## config.mk

```make
export PLATFORM = sky130hd
export DESIGN_NAME = lis3dh_irq_sequencer
export DESIGN_NICKNAME = d
export VERILOG_FILES = /design/src/rtl/lis3dh_seq_pkg.sv /design/src/rtl/lis3dh_evt_fifo.sv /design/src/rtl/lis3dh_irq_sequencer.sv
export SDC_FILE = /design/constraint.sdc
export NUM_CORES = 1
export LEC_CHECK = 0
export CAP_MARGIN = 5
export CORE_MARGIN = 2
export CORE_UTILIZATION = 25
export DETAILED_ROUTE_END_ITERATION = 10
export GPL_ROUTABILITY_DRIVEN = 0
export SLEW_MARGIN = 15
export SYNTH_ARGS = -nofsm -noshare
export SYNTH_HDL_FRONTEND = slang
export SYNTH_SLANG_ARGS = --single-unit
```

## constraint.sdc

```tcl
create_clock -name clk -period 4.5 [get_ports clk]
set_clock_uncertainty 0.15 [all_clocks]
set_input_delay 1.125 -clock clk [delete_from_list [all_inputs] [get_ports clk]]
set_output_delay 1.125 -clock clk [all_outputs]
set_load 0.01 [all_outputs]
```

## src/rtl/lis3dh_seq_pkg.sv

```systemverilog
// Shared types and PIO register offsets for the LIS3DH interrupt sequencer.
package lis3dh_seq_pkg;

    typedef enum logic [2:0] {
        StInit,
        StClr,
        StIdle,
        StMask,
        StRd,
        StCap,
        StAck,
        StPush
    } state_e;

    localparam logic [1:0] PIO_DATA = 2'd0;
    localparam logic [1:0] PIO_MASK = 2'd2;
    localparam logic [1:0] PIO_EDGE = 2'd3;

endpackage

```

## src/rtl/lis3dh_evt_fifo.sv

```systemverilog
// First-word fall-through event FIFO; a pop frees a full slot for a same-cycle push.
module lis3dh_evt_fifo #(
    parameter int unsigned DEPTH = 8,
    parameter int unsigned WIDTH = 18
) (
    input  logic             clk,
    input  logic             rst,
    input  logic             i_push,
    input  logic [WIDTH-1:0] i_wdata,
    input  logic             i_pop,
    output logic [WIDTH-1:0] o_rdata,
    output logic             o_full,
    output logic             o_empty
);
    localparam int unsigned AW = $clog2(DEPTH);

    logic [WIDTH-1:0] r_mem [DEPTH];
    logic [AW:0]      r_wr_ptr;
    logic [AW:0]      r_rd_ptr;
    logic             w_do_push;
    logic             w_do_pop;

    // Extra pointer bit distinguishes full from empty when the indices match.
    assign o_empty   = (r_wr_ptr == r_rd_ptr);
    assign o_full    = (r_wr_ptr[AW] != r_rd_ptr[AW]) &&
                       (r_wr_ptr[AW-1:0] == r_rd_ptr[AW-1:0]);
    assign w_do_pop  = i_pop && !o_empty;
    assign w_do_push = i_push && (!o_full || w_do_pop);
    assign o_rdata   = o_empty ? '0 : r_mem[r_rd_ptr[AW-1:0]];

    always_ff @(posedge clk or posedge rst) begin
        if (rst) begin
            r_wr_ptr <= '0;
            r_rd_ptr <= '0;
        end else begin
            if (w_do_push) r_wr_ptr <= r_wr_ptr + 1'b1;
            if (w_do_pop)  r_rd_ptr <= r_rd_ptr + 1'b1;
        end
    end

    always_ff @(posedge clk) begin
        if (w_do_push) r_mem[r_wr_ptr[AW-1:0]] <= i_wdata;
    end

endmodule

```

## src/rtl/lis3dh_irq_sequencer.sv

```systemverilog
// Avalon-MM master servicing the LIS3DH INT1/INT2 edge-capture PIO and queueing
// timestamped events for downstream readout.
module lis3dh_irq_sequencer
    import lis3dh_seq_pkg::*;
#(
    parameter int unsigned TS_W      = 16,
    parameter int unsigned DEPTH     = 8,
    parameter logic [1:0]  MASK_INIT = 2'b11
) (
    input  logic            clk,
    input  logic            reset,
    input  logic            en,
    input  logic [1:0]      cfg_mask,
    input  logic            cfg_load,
    output logic [1:0]      avm_address,
    output logic            avm_chipselect,
    output logic            avm_write_n,
    output logic [31:0]     avm_writedata,
    input  logic [31:0]     avm_readdata,
    input  logic            pio_irq,
    output logic            evt_valid,
    input  logic            evt_ready,
    output logic [TS_W+1:0] evt_data,
    output logic            evt_overflow,
    output logic [7:0]      drop_count,
    output logic            busy
);
    state_e          r_state;
    state_e          w_state_d;
    logic [TS_W-1:0] r_ts;
    logic [TS_W-1:0] r_ts_cap;
    logic [1:0]      r_cap;
    logic            r_pend;
    logic [1:0]      r_pend_mask;
    logic            r_overflow;
    logic [7:0]      r_drop;
    logic            w_cs;
    logic            w_wr;
    logic [1:0]      w_addr;
    logic [31:0]     w_wdata;
    logic            w_push;
    logic            w_pop;
    logic            w_drop;
    logic            w_full;
    logic            w_empty;
    logic            w_unused_rdata;

    assign w_unused_rdata = ^avm_readdata[31:2];

    always_comb begin
        w_state_d = r_state;
        w_cs      = 1'b0;
        w_wr      = 1'b0;
        w_addr    = PIO_DATA;
        w_wdata   = '0;
        unique case (r_state)
            StInit: begin
                w_cs      = 1'b1;
                w_wr      = 1'b1;
                w_addr    = PIO_MASK;
                w_wdata   = {30'b0, MASK_INIT};
                w_state_d = StClr;
            end
            StClr: begin
                w_cs      = 1'b1;
                w_wr      = 1'b1;
                w_addr    = PIO_EDGE;
                w_wdata   = 32'h3;
                w_state_d = StIdle;
            end
            StIdle: begin
                if (r_pend)               w_state_d = StMask;
                else if (en && pio_irq)   w_state_d = StRd;
            end
            StMask: begin
                w_cs      = 1'b1;
                w_wr      = 1'b1;
                w_addr    = PIO_MASK;
                w_wdata   = {30'b0, r_pend_mask};
                w_state_d = StClr;
            end
            StRd: begin
                w_cs      = 1'b1;
                w_addr    = PIO_EDGE;
                w_state_d = StCap;
            end
            StCap: begin
                w_state_d = (avm_readdata[1:0] == 2'b00) ? StIdle : StAck;
            end
            StAck: begin
                w_cs      = 1'b1;
                w_wr      = 1'b1;
                w_addr    = PIO_EDGE;
                w_wdata   = 32'h3;
                w_state_d = StPush;
            end
            StPush: begin
                w_state_d = StIdle;
            end
            default: w_state_d = StInit;
        endcase
    end

    // Reset forces the bus idle immediately, even though the state register sits in INIT.
    assign avm_chipselect = w_cs & ~reset;
    assign avm_write_n    = ~(w_wr & ~reset);
    assign avm_address    = reset ? PIO_DATA : w_addr;
    assign avm_writedata  = reset ? 32'h0 : w_wdata;
    assign busy           = (r_state != StIdle);

    assign w_push = (r_state == StPush);
    assign w_pop  = evt_valid && evt_ready;
    assign w_drop = w_push && w_full && !w_pop;

    always_ff @(posedge clk or posedge reset) begin
        if (reset) begin
            r_state     <= StInit;
            r_ts        <= '0;
            r_ts_cap    <= '0;
            r_cap       <= 2'b00;
            r_pend      <= 1'b0;
            r_pend_mask <= 2'b00;
            r_overflow  <= 1'b0;
            r_drop      <= 8'd0;
        end else begin
            r_state <= w_state_d;
            r_ts    <= r_ts + 1'b1;
            if (cfg_load) begin
                r_pend      <= 1'b1;
                r_pend_mask <= cfg_mask;
            end else if (r_state == StMask) begin
                r_pend <= 1'b0;
            end
            if (r_state == StCap) begin
                r_cap    <= avm_readdata[1:0];
                r_ts_cap <= r_ts;
            end
            if (w_drop) begin
                r_overflow <= 1'b1;
                if (r_drop != 8'hFF) r_drop <= r_drop + 1'b1;
            end
        end
    end

    assign evt_overflow = r_overflow;
    assign drop_count   = r_drop;
    assign evt_valid    = !w_empty;

    lis3dh_evt_fifo #(
        .DEPTH (DEPTH),
        .WIDTH (TS_W + 2)
    ) u_fifo (
        .clk     (clk),
        .rst     (reset),
        .i_push  (w_push),
        .i_wdata ({r_ts_cap, r_cap}),
        .i_pop   (w_pop),
        .o_rdata (evt_data),
        .o_full  (w_full),
        .o_empty (w_empty)
    );

endmodule
```

==> results.cfg <==
; implementation run metrics
[synthesis]
yosysCellCount = 491
synth_area_um2 = 8362
flop_cell = edfxtp_1
ys.warnings.count = 0
yosysUniqueCellTypes = 44
syn_inst = 491

[routing]
wl_per_cell_um = 15.29
routed-via-count = 4149
totalWireLength_um = 15380

[pwr]
cellPowerDensity_nw_per_um2 = 551.8
power_w = 0.005470

[die]
dieArea_um2 = 34930
fp-utilization_pct = 25.57
die_w_um = 186.9
die-height_um = 186.9

[sta]
hold_violations = 0
tightestPinTransition_ns = 1.022
slew_headroom_pct = 31.70

[critical_path]
worst-path-stages = 5
rr_worst_depth = 5
crit_type = register to output pin
cp-start-kind = register
critPathCaptureType = output pin
worstReg2RegStart = u_fifo.r_wr_ptr[1]
arrival_ns = 2.64
crit_slowest_cell = mux4_2
rrSetupSlack_ns = 2.01

[outcome]
status = complete, no violations

[finish]
final_nets = 594
n_antenna_cell = 0
logic_area_um2 = 2387

[clock_tree]
cts_resized = 0
clockBufferDepth = 3
cts_max_level = 1

[worst_hold_path]
whs_path_depth = 1
hold_class = register to register
min_from = r_ts[15]
worstHoldEndpoint = r_ts[15]

[placed_design]
pre_cts_slack_ns = 0.7243
==> metrics by stage <==
stage / hold WS [ns] / cells
finish: 0.3286 / 1006
global route: 0.3418 / 1006
CTS: 0.3318 / 1006
detailed placement: 0.3179 / 969
global placement: 0.3135 / 969
floorplan: 0.2918 / 520
==> state kept, by name, summed over array words and instances (netlist names) <==
name,flops
u_fifo.r_mem,144
r_ts,16
r_ts_cap,16
drop_count,8
u_fifo.r_rd_ptr,4
u_fifo.r_wr_ptr,4
r_state,3
r_cap,2
r_pend_mask,2
evt_overflow,1
r_pend,1
==> worst register-to-register path: cells and delay by family, from the launching register on <==
kind	cells	cell delay, ns
AND-OR/OR-AND	1	0.23
buffers and inverters	1	0.33
AND/OR/NAND/NOR	2	0.56
XOR/XNOR	1	0.31
flip-flops	1	0.57
==> layer usage <==
layer | up-vias | share of wire (%) | GRT usage [%] | routed length [µm]
met1 | 2129 | 45 | 11.63 | 6982
met3 | 29 | 3.5 | 1.520 | 532
met4 | 0 | 3.1 | 3.205 | 470
li1 | 1910 | - | - | -
met2 | 81 | 48 | 14.37 | 7392
met5 | - | 0 | 0 | 0
==> final cells by class <==
cell class	count	share of cell area (%)
repair buffers	59	5.705
clock buffers	25	5.452
clock inverters	12	0.8583
multi-input cells	259	24.08
flip-flops and latches	201	58.02
well taps	442	5.579
inverters	8	0.3029
==> how the worst max path moves through the flow <==
stage / slack [ns] / end / startpoint
global placement: 0.73 / avm_write_n / reset
CTS: 0.47 / evt_data[1] / u_fifo.r_rd_ptr[0]
global route: 0.40 / evt_data[1] / u_fifo.r_rd_ptr[0]
detailed placement: 0.72 / avm_write_n / reset
floorplan: 0.33 / avm_write_n / reset
finish: 0.59 / evt_data[3] / u_fifo.r_rd_ptr[0]
==> power by group through the flow <==
stage               logic (W)  clock network [W]  registers, W
floorplan             0.00109                  0       0.00225
global placement      0.00158                  0       0.00235
detailed placement    0.00160                  0       0.00235
CTS                   0.00160            0.00164       0.00232
global route          0.00170            0.00171       0.00234
finish                0.00156            0.00160       0.00232
==> placed cells by master, fill, tap and decap left out, types with 7 or more instances in the layout <==
master / n
nand3_1: 12
mux4_2: 36
inv_1: 7
nand2_1: 19
and3_1: 8
conb_1: 30
nor2_1: 33
buf_4: 14
edfxtp_1: 144
xor2_1: 10
dfrtp_1: 56
clkdlybuf4s50_1: 44
clkbuf_16: 21
mux2_2: 19
xnor2_1: 19
clkinv_2: 7
mux2i_1: 20
==> cells by family after synthesis <==
logic type	synth area share, %
xor gates and xnor gates	3.232
buffers and inverters	4.519
DFF	68.77
adders and majority gates	0.5986
muxes	15.23
other	0.04485
and+or+nand+nor	5.911
AOI/OAI and AO/OA	1.691
Congestion heat map:
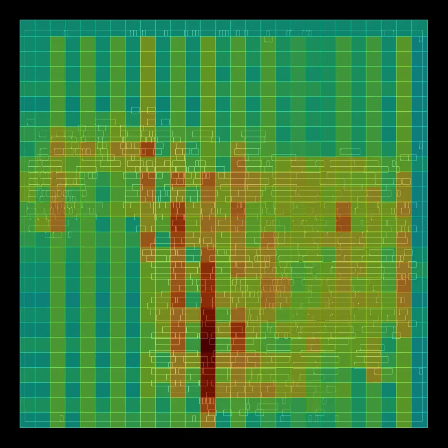
total global-route track usage: 8.747%
routing usage on met2: 14.37%

Wires at chosen ports, followed through buffers:
The bar under the picture is 50 µm long.
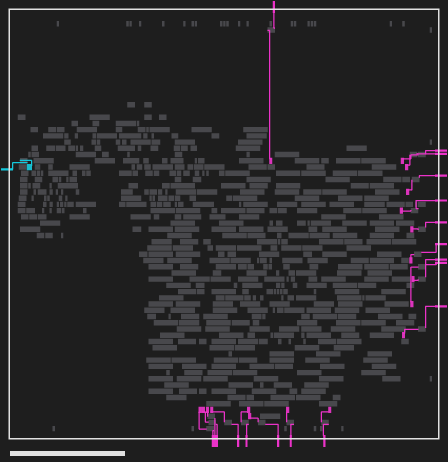
[avm_chipselect] cyan | bits: 1 | direction: output | edge: left | end cells: 1 | buffers: 1 | wire: 17.5 µm
[evt_data] magenta | bits: 18 | direction: output | edge: 9 right, 8 bottom, 1 top | end cells: 18 | buffers: 18 | wire: 329 µm
Ports: 105
Buffers on Ports: 44

Gate-type map:
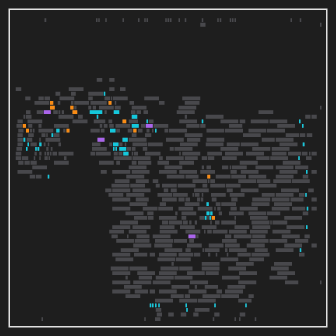
[adder and majority cells] purple | cells: 4 | most used: ha_1
[NOR gates] cyan | cells: 47 | most used: nor2_1
[AND and OR gates] orange | cells: 12 | most used: and3_1
most common logic cell in the routed design: edfxtp_1
combinational fraction of the cell area: 24.08%
Post-Layout Cell Count: 1006

Signal wires on met3:
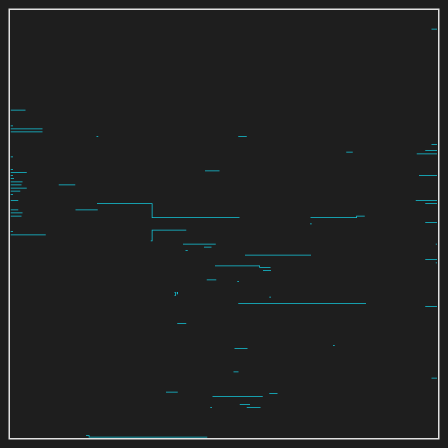
wire length on this layer: 533 µm
nets with wire on the layer: 48
longest straight run: 55.4 µm
share of all routed wire: 3.5%

No activity file was given, so power comes from the tool's default toggle rates.
